[src/rtl/ula_pkg.sv]
// ---------------------------------------------------------------------------
// ula_pkg
// Shared definitions for the multi-cycle ALU (ula_multiciclo):
//   - 4-bit opcode map of the `controle` input (OP_ADD .. OP_SNE)
//   - control FSM state type ula_state_t (IDLE, RUN, FIX)
// ---------------------------------------------------------------------------
package ula_pkg;

  localparam logic [3:0] OP_ADD = 4'b0000;
  localparam logic [3:0] OP_SUB = 4'b0001;
  localparam logic [3:0] OP_MUL = 4'b0010;
  localparam logic [3:0] OP_DIV = 4'b0011;
  localparam logic [3:0] OP_AND = 4'b0100;
  localparam logic [3:0] OP_OR  = 4'b0101;
  localparam logic [3:0] OP_SLT = 4'b0110;
  localparam logic [3:0] OP_SGT = 4'b0111;
  localparam logic [3:0] OP_SEQ = 4'b1000;
  localparam logic [3:0] OP_SLE = 4'b1001;
  localparam logic [3:0] OP_SGE = 4'b1010;
  localparam logic [3:0] OP_SLL = 4'b1011;
  localparam logic [3:0] OP_SRL = 4'b1100;
  localparam logic [3:0] OP_SNE = 4'b1101;

  typedef enum logic [1:0] {
    IDLE = 2'd0,
    RUN  = 2'd1,
    FIX  = 2'd2
  } ula_state_t;

endpackage

[src/rtl/ula_muldiv_iter.sv]
// ---------------------------------------------------------------------------
// ula_muldiv_iter
// Iterative unsigned multiply / divide core working on operand magnitudes.
// A 2*WIDTH shift register {hi, lo} is stepped once per clock by a shared
// (WIDTH+1)-bit adder: shift-add for MUL, restoring subtract for DIV.
// Optional feature macro: ULA_DIV_EN (builds the divide step and div_i port).
// Ports:
//   clock, reset : clock, asynchronous active-high reset
//   load_i       : start a new operation (loads operands, counter = WIDTH)
//   div_i        : 1 = divide, 0 = multiply (only with ULA_DIV_EN)
//   op_a_i       : multiplier / dividend magnitude
//   op_b_i       : multiplicand / divisor magnitude
//   last_o       : the step performed in this cycle is the final one
//   hi_o, lo_o   : product high/low, or remainder/quotient when finished
// ---------------------------------------------------------------------------
module ula_muldiv_iter #(
  parameter int WIDTH = 32
) (
  input  logic             clock,
  input  logic             reset,
  input  logic             load_i,
`ifdef ULA_DIV_EN
  input  logic             div_i,
`endif
  input  logic [WIDTH-1:0] op_a_i,
  input  logic [WIDTH-1:0] op_b_i,
  output logic             last_o,
  output logic [WIDTH-1:0] hi_o,
  output logic [WIDTH-1:0] lo_o
);

  localparam int CNT_W = $clog2(WIDTH + 1);

  logic [CNT_W-1:0] cnt_q, cnt_d;
  logic [WIDTH-1:0] hi_q, hi_d;
  logic [WIDTH-1:0] lo_q, lo_d;
  logic [WIDTH-1:0] b_q;
  logic [WIDTH:0]   acc_in, addend, sum;
`ifdef ULA_DIV_EN
  logic             div_q;
`endif

  always_comb begin
    // Multiply: add multiplicand to the high half when the current
    // multiplier bit (lo[0]) is set, then shift the whole pair right.
    acc_in = {1'b0, hi_q};
    addend = lo_q[0] ? {1'b0, b_q} : '0;
`ifdef ULA_DIV_EN
    // Divide: shift the next dividend bit into the partial remainder and
    // add the negated divisor on the same adder.
    if (div_q) begin
      acc_in = {hi_q, lo_q[WIDTH-1]};
      addend = ~{1'b0, b_q} + (WIDTH+1)'(1);
    end
`endif
    sum = acc_in + addend;

    hi_d = sum[WIDTH:1];
    lo_d = {sum[0], lo_q[WIDTH-1:1]};
`ifdef ULA_DIV_EN
    if (div_q) begin
      // The partial remainder is always below the divisor, so the
      // difference fits in WIDTH+1 bits and its top bit is the borrow.
      if (sum[WIDTH]) begin
        hi_d = acc_in[WIDTH-1:0];
        lo_d = {lo_q[WIDTH-2:0], 1'b0};
      end else begin
        hi_d = sum[WIDTH-1:0];
        lo_d = {lo_q[WIDTH-2:0], 1'b1};
      end
    end
`endif
    cnt_d = cnt_q - CNT_W'(1);
  end

  always_ff @(posedge clock or posedge reset) begin
    if (reset) begin
      cnt_q <= '0;
      hi_q  <= '0;
      lo_q  <= '0;
      b_q   <= '0;
`ifdef ULA_DIV_EN
      div_q <= 1'b0;
`endif
    end else if (load_i) begin
      cnt_q <= CNT_W'(WIDTH);
      hi_q  <= '0;
      lo_q  <= op_a_i;
      b_q   <= op_b_i;
`ifdef ULA_DIV_EN
      div_q <= div_i;
`endif
    end else if (cnt_q != '0) begin
      cnt_q <= cnt_d;
      hi_q  <= hi_d;
      lo_q  <= lo_d;
    end
  end

  assign last_o = (cnt_q == CNT_W'(1));
  assign hi_o   = hi_q;
  assign lo_o   = lo_q;

endmodule

[src/rtl/ula_multiciclo.sv]
// ---------------------------------------------------------------------------
// ula_multiciclo
// Multi-cycle ALU with start/busy/done handshake. Single-cycle ops complete
// on the accepting edge; MUL (and DIV when built) run WIDTH iterations in
// ula_muldiv_iter, then a FIX cycle applies sign correction.
// Optional feature macro: ULA_DIV_EN (divider; otherwise 0011 is unknown).
// Ports:
//   clock, reset      : clock, asynchronous active-high reset
//   start, controle   : launch request and 4-bit opcode
//   signed_op         : two's-complement compare / mul / div / right shift
//   in1, in2          : operands
//   out_res           : primary result (LO for mul/div)
//   out_hi, out_lo    : product high/low or remainder/quotient
//   out1              : compare flag
//   div_zero          : last division had a zero divisor
//   busy, done        : operation in flight / one-cycle completion pulse
// ---------------------------------------------------------------------------
module ula_multiciclo
  import ula_pkg::*;
#(
  parameter int WIDTH = 32
) (
  input  logic             clock,
  input  logic             reset,
  input  logic             start,
  input  logic [3:0]       controle,
  input  logic             signed_op,
  input  logic [WIDTH-1:0] in1,
  input  logic [WIDTH-1:0] in2,
  output logic [WIDTH-1:0] out_res,
  output logic [WIDTH-1:0] out_hi,
  output logic [WIDTH-1:0] out_lo,
  output logic             out1,
  output logic             div_zero,
  output logic             busy,
  output logic             done
);

  localparam int SHAMT_W = $clog2(WIDTH);

  ula_state_t       state_q, state_d;
  logic [WIDTH-1:0] res_q, res_d, hi_q, hi_d, lo_q, lo_d;
  logic             flag_q, flag_d, dz_q, dz_d, done_q, done_d;
  logic             neg_q, neg_d;

  logic [WIDTH-1:0]   alu_res;
  logic               alu_flag, lt, gt, eq;
  logic [SHAMT_W-1:0] shamt;
  logic               a_neg, b_neg;
  logic [WIDTH-1:0]   mag_a, mag_b;
  logic               iter_load, iter_last;
  logic [WIDTH-1:0]   iter_hi, iter_lo, fix_hi, fix_lo;
  logic [2*WIDTH-1:0] prod;
`ifdef ULA_DIV_EN
  logic               div_op_q, rem_neg_q;
`endif

  // Single-cycle datapath
  assign shamt = in2[SHAMT_W-1:0];
  assign eq    = (in1 == in2);
  assign lt    = signed_op ? ($signed(in1) < $signed(in2)) : (in1 < in2);
  assign gt    = signed_op ? ($signed(in1) > $signed(in2)) : (in1 > in2);

  always_comb begin
    alu_res  = '0;
    alu_flag = 1'b0;
    case (controle)
      OP_ADD: alu_res = in1 + in2;
      OP_SUB: alu_res = in1 - in2;
      OP_AND: alu_res = in1 & in2;
      OP_OR:  alu_res = in1 | in2;
      OP_SLT: alu_flag = lt;
      OP_SGT: alu_flag = gt;
      OP_SEQ: alu_flag = eq;
      OP_SLE: alu_flag = lt | eq;
      OP_SGE: alu_flag = gt | eq;
      OP_SNE: alu_flag = ~eq;
      OP_SLL: alu_res = in1 << shamt;
      OP_SRL: alu_res = signed_op ? WIDTH'($signed(in1) >>> shamt) : (in1 >> shamt);
      default: alu_res = '0;
    endcase
    if (alu_flag) alu_res = WIDTH'(1);
  end

  // The iterative core works on magnitudes; signs are reapplied in FIX.
  assign a_neg = signed_op & in1[WIDTH-1];
  assign b_neg = signed_op & in2[WIDTH-1];
  assign mag_a = a_neg ? -in1 : in1;
  assign mag_b = b_neg ? -in2 : in2;
  assign neg_d = a_neg ^ b_neg;

  ula_muldiv_iter #(.WIDTH(WIDTH)) u_iter (
    .clock  (clock),
    .reset  (reset),
    .load_i (iter_load),
`ifdef ULA_DIV_EN
    .div_i  (controle == OP_DIV),
`endif
    .op_a_i (mag_a),
    .op_b_i (mag_b),
    .last_o (iter_last),
    .hi_o   (iter_hi),
    .lo_o   (iter_lo)
  );

  // Sign correction applied in the FIX state
  always_comb begin
    prod = {iter_hi, iter_lo};
    if (neg_q) prod = -prod;
    {fix_hi, fix_lo} = prod;
`ifdef ULA_DIV_EN
    // Quotient truncates toward zero; remainder follows the dividend sign.
    if (div_op_q) begin
      fix_lo = neg_q ? -iter_lo : iter_lo;
      fix_hi = rem_neg_q ? -iter_hi : iter_hi;
    end
`endif
  end

  // Control FSM: next state and output register updates
  always_comb begin
    state_d   = state_q;
    res_d     = res_q;
    hi_d      = hi_q;
    lo_d      = lo_q;
    flag_d    = flag_q;
    dz_d      = dz_q;
    done_d    = 1'b0;
    iter_load = 1'b0;
    case (state_q)
      IDLE: begin
        if (start) begin
          if (controle == OP_MUL) begin
            iter_load = 1'b1;
            state_d   = RUN;
          end
`ifdef ULA_DIV_EN
          else if (controle == OP_DIV && in2 != '0) begin
            iter_load = 1'b1;
            state_d   = RUN;
          end else if (controle == OP_DIV) begin
            res_d  = '0;
            lo_d   = '0;
            hi_d   = in1;
            flag_d = 1'b0;
            dz_d   = 1'b1;
            done_d = 1'b1;
          end
`endif
          else begin
            res_d  = alu_res;
            hi_d   = '0;
            lo_d   = '0;
            flag_d = alu_flag;
            dz_d   = 1'b0;
            done_d = 1'b1;
          end
        end
      end
      RUN: begin
        if (iter_last) state_d = FIX;
      end
      FIX: begin
        state_d = IDLE;
        res_d   = fix_lo;
        lo_d    = fix_lo;
        hi_d    = fix_hi;
        flag_d  = 1'b0;
        dz_d    = 1'b0;
        done_d  = 1'b1;
      end
      default: state_d = IDLE;
    endcase
  end

  always_ff @(posedge clock or posedge reset) begin
    if (reset) begin
      state_q <= IDLE;
      res_q   <= '0;
      hi_q    <= '0;
      lo_q    <= '0;
      flag_q  <= 1'b0;
      dz_q    <= 1'b0;
      done_q  <= 1'b0;
      neg_q   <= 1'b0;
`ifdef ULA_DIV_EN
      div_op_q  <= 1'b0;
      rem_neg_q <= 1'b0;
`endif
    end else begin
      state_q <= state_d;
      res_q   <= res_d;
      hi_q    <= hi_d;
      lo_q    <= lo_d;
      flag_q  <= flag_d;
      dz_q    <= dz_d;
      done_q  <= done_d;
      if (iter_load) begin
        neg_q <= neg_d;
`ifdef ULA_DIV_EN
        div_op_q  <= (controle == OP_DIV);
        rem_neg_q <= a_neg;
`endif
      end
    end
  end

  assign out_res  = res_q;
  assign out_hi   = hi_q;
  assign out_lo   = lo_q;
  assign out1     = flag_q;
  assign div_zero = dz_q;
  assign busy     = (state_q != IDLE);
  assign done     = done_q;

endmodule

[config.mk]
export PLATFORM = sky130hd
export DESIGN_NAME = ula_multiciclo
export DESIGN_NICKNAME = d
export VERILOG_FILES = /design/src/rtl/ula_pkg.sv /design/src/rtl/ula_muldiv_iter.sv /design/src/rtl/ula_multiciclo.sv
export SDC_FILE = /design/constraint.sdc
export NUM_CORES = 1
export LEC_CHECK = 0
export CORE_MARGIN = 4
export CORE_UTILIZATION = 45
export CTS_BUF_LIST = sky130_fd_sc_hd__clkbuf_8
export DETAILED_ROUTE_END_ITERATION = 7
export GPL_ROUTABILITY_DRIVEN = 0
export HOLD_SLACK_MARGIN = 0.1
export SYNTH_ARGS = -nofsm -noshare
export SYNTH_HDL_FRONTEND = slang
export SYNTH_SLANG_ARGS = --single-unit
[constraint.sdc]
create_clock -name clock -period 8.57 [get_ports clock]
set_input_delay 2.1425 -clock clock [delete_from_list [all_inputs] [get_ports clock]]
set_output_delay 2.1425 -clock clock [all_outputs]
set_load 0.01 [all_outputs]
Met1 routing:
Drawn at 2 px/µm. Supply wires on this layer in grey.
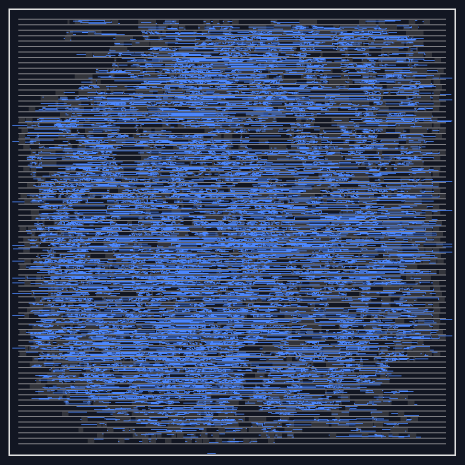
- nets with wire on the layer: 2666
- share of all routed wire: 40%
- main direction: horizontal

Met2 routing:
Drawn at 2 px/µm.
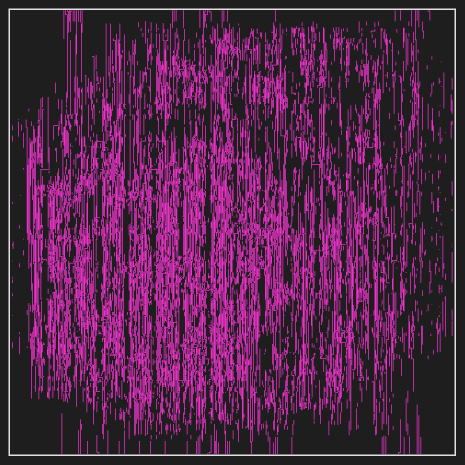
- longest straight run: 86.5 µm
- share of all routed wire: 40%
- nets with wire on the layer: 2356
- wire length on this layer: 35.1 mm

==> Flow_metrics.wiki <==
== Flow metrics ==
{| class="wikitable"
! Metric !! Value
|-
| Outcome || complete, no violations
|-
| Largest net degree at the start of global routing || 86
|-
| Number of buffers added on ports || 170
|-
| Site row count || 78
|-
| Min-delay src || out_lo[6]$_DFFE_PP0P_
|-
| Destination of the critical timing path || out_res[31]$_DFFE_PP0P_
|-
| Detailed route wirelength on metal2 || 35.1 mm
|-
| Clock network fraction of total power || 36.7%
|-
| Comb power || 0.000778 W
|-
| Hold slack || 0.476 ns
|-
| Global-route usage over all layers || 33.7%
|-
| Post-detail-place hpwl || 66.5 mm
|-
| Endpoint arrival time on the critical path || 7.01 ns
|-
| Leading register cell type out of synthesis || sky130_fd_sc_hd__dfrtp_1
|-
| Count of antenna diodes in the layout || 2
|-
| Top cell family by delay on the critical path || AND-OR/OR-AND gates
|-
| Cells resized by post-CTS repair || 0
|-
| Proportion of layout cells with a drive suffix above 1 || 7.40%
|-
| Reg clk slew, reported paths || 0.07 ns
|-
| Most frequent cells after synthesis || sky130_fd_sc_hd__nand2_1, sky130_fd_sc_hd__nor2_1, sky130_fd_sc_hd__a21oi_1
|-
| Number of clock sinks seen by CTS || 203
|-
| Power drawn by the sequential cells || 0.000977 W
|-
| Register Area || 0.00508 mm²
|-
| RSZ-0062 raised after global routing || false
|-
| Multi-input combinational cell count || 2154
|-
| Post-detailed-routing wire length || 87.3 mm
|-
| Xor+xnor area frac || 6.53%
|-
| Post-synth ARST share || 100%
|-
| Biggest combinational cell group after synthesis || AND-OR/OR-AND gates
|-
| Post-CTS Setup Repair Bufs || 0
|-
| Yosys-reported design area after synthesis || 0.0207 mm²
|-
| Antenna violations before repair || 4
|-
| Rel. slew slack || 14.6%
|-
| Combinational share of power || 28.0%
|-
| Starting DRC count in detailed routing || 3193
|-
| Instance count along the most critical hold path || 1
|-
| Library cell with the largest summed area after synthesis || sky130_fd_sc_hd__dfrtp_1
|-
| Ports || 172
|-
| Ys Warns || 0
|-
| Post-synthesis adder-cell area fraction || 8.41%
|-
| M1 wire length || 35.2 mm
|-
| Max stage delay cell, worst path || sky130_fd_sc_hd__o311ai_0
|-
| Fraction of power spent switching nets || 35.5%
|-
| Minimum setup slack in the final design || 2.09 ns
|-
| Endpoint of the most critical register-to-register path || u_iter.hi_o[25]$_DFFE_PP0P_
|-
| Biggest cell category by area in the final layout || logic gates
|-
| Avg Cell Area, Syn || 7.73 µm²
|-
| Global-route wire length before repair || 130 mm
|-
| Endpoint of the worst hold-timing path || out_lo[6]$_DFFE_PP0P_
|-
| Most congested layer reported by global routing || met2
|-
| TNS Setup || 0 ns
|-
| ANT nets after route || 0
|-
| Met1 demand-to-capacity share in global routing || 46.4%
|-
| Top logic cell by instance count in the layout || sky130_fd_sc_hd__nand2_1
|-
| Peak per-stage delay on the critical path || 0.93 ns
|-
| Die width || 222 µm
|-
| CTS HTree Levels || 2
|-
| Number of cell instances on the worst register-to-register path || 15
|-
| Bufs on Longest Clock Path || 3
|-
| Inverter count || 120
|-
| Aggregate global routing overflow || 0
|-
| Length of the first detailed-routing pass in iterations || 7
|-
| Final layout net count || 2940
|-
| Slew of the pin with the lowest slew margin || 1.28 ns
|-
| Count of endpoints failing setup in the final report || 0
|-
| Slew Limit Fails || 0
|-
| FILL cells || 4436
|-
| # DRC || 0
|-
| # clk buffers || 50
|-
| Net switching power figure || 0.000985 W
|-
| Flop count || 203
|-
| Proportion of cell area occupied by registers || 21.6%
|-
| Met2 track demand over resource in global routing || 47.7%
|-
| Static leakage power || 10.4 nW
|-
| Worst setup slack before clock tree synthesis || 1.70 ns
|-
| Post-synthesis cell count || 2674
|-
| Cell area after layout || 0.0235 mm²
|-
| Most frequent cell after synthesis || sky130_fd_sc_hd__nand2_1
|-
| Simple Share, Synth || 19.8%
|-
| Final hold viol count || 0
|-
| Cell area power density || 118 mW/mm²
|-
| Clk_skew || 0.0217 ns
|-
| Highest ir drop seen on vdd || 0.0973 mV
|-
| Synthesized-area fraction occupied by ao, oa, aoi and oai cells || 26.5%
|-
| Routed vias || 22200
|-
| Number of synthesized register bits || 203
|-
| Buffers & Inverters on Critical Path || 2
|-
| Unique cell types || 80
|-
| Startpoint class of the critical path || primary input
|-
| Warning total across the stage logs || 92
|-
| Per-cell via count in the routed design || 6.61
|-
| Drt wl/cell || 26.0 µm
|-
| Share of the core filled with cells || 51.8%
|-
| Highest Signal Layer || met5
|-
| Worst hold path type || flop to flop
|-
| Combined area of the multi-input logic cells || 0.0144 mm²
|-
| Height of the die || 222 µm
|-
| Post-layout period usage || 75.7%
|-
| Largest type area fraction || 24.6%
|-
| Worst-path cell chain || buf_4 -> clkinv_1 -> ha_1 -> o21bai_1 -> a21oi_1 -> o21bai_1 -> o21ba_2 -> o21ai_0 -> a31oi_1 -> a21oi_1 -> o311ai_0 -> mux2_2 -> a21oi_1
|-
| Multi-input combinational area share || 61.3%
|-
| Relative area change from synthesis to final layout || 13.9%
|-
| CTS root buf || sky130_fd_sc_hd__clkbuf_8
|-
| Clk power || 0.00102 W
|-
| Plain + repair buffers || 213
|-
| Detailed route wirelength on metal3 || 11.1 mm
|-
| Chip Footprint || 0.0494 mm²
|-
| Worst Setup End Kind || flop
|-
| Number of cells on the critical path || 13
|-
| TritonCTS clock tree || yes
|-
| Tap cell count || 600
|-
| First element of the critical path || in2[1]
|-
| Number of standard cells in the final layout excluding fillers || 3360
|-
| Commonest non-fill, non-tap cells in the layout || sky130_fd_sc_hd__nand2_1, sky130_fd_sc_hd__nor2_1, sky130_fd_sc_hd__a21oi_1, sky130_fd_sc_hd__dfrtp_1, sky130_fd_sc_hd__o21ai_0
|-
| Global Route met3 Usage || 10.6%
|-
| Number of global-route vias before repair || 20400
|-
| Number of maximum-capacitance violations || 0
|-
| Internal power consumption || 0.00179 W
|-
| R2R Setup Slk || 3.48 ns
|-
| Post-synthesis mux area share || 8.32%
|-
| CP Class || primary input to flop
|-
| Critical register-to-register path startpoint || u_iter.lo_o[0]$_DFFE_PP0P_
|-
| CTS hold repair buffers || 0
|-
| Synthesized Nets || 2883
|-
| Count of library flops with an enable pin || 0
|-
| Group with the largest share of power || clock
|-
| Sequential element share of the synthesized area || 24.6%
|-
| Core area || 0.0454 mm²
|-
| Instance area at placement || 0.0227 mm²
|-
| Most repeated library cell on the critical path || sky130_fd_sc_hd__a21oi_1
|-
| Max Clock Freq || 154 MHz
|-
| Min Clock Period, post-route || 6.48 ns
|-
| Total power of the final layout || 0.00277 W
|-
| Synthesized area || 0.0207 mm²
|-
| Ranking of synthesized cells by area || sky130_fd_sc_hd__dfrtp_1, sky130_fd_sc_hd__ha_1, sky130_fd_sc_hd__nand2_1
|-
| Yosys stat cell total || 2674
|-
| Proportion of final cell area spent on non-clock buffers || 8.52%
|}
Signal wires on met3:
Drawn at 2 px/µm.
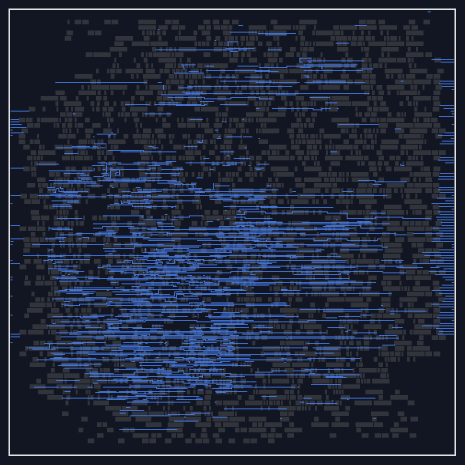
- nets with wire on the layer: 536
- longest straight run: 139 µm
- wire length on this layer: 11100 µm
- main direction: horizontal

No activity file was given, so power comes from the tool's default toggle rates.
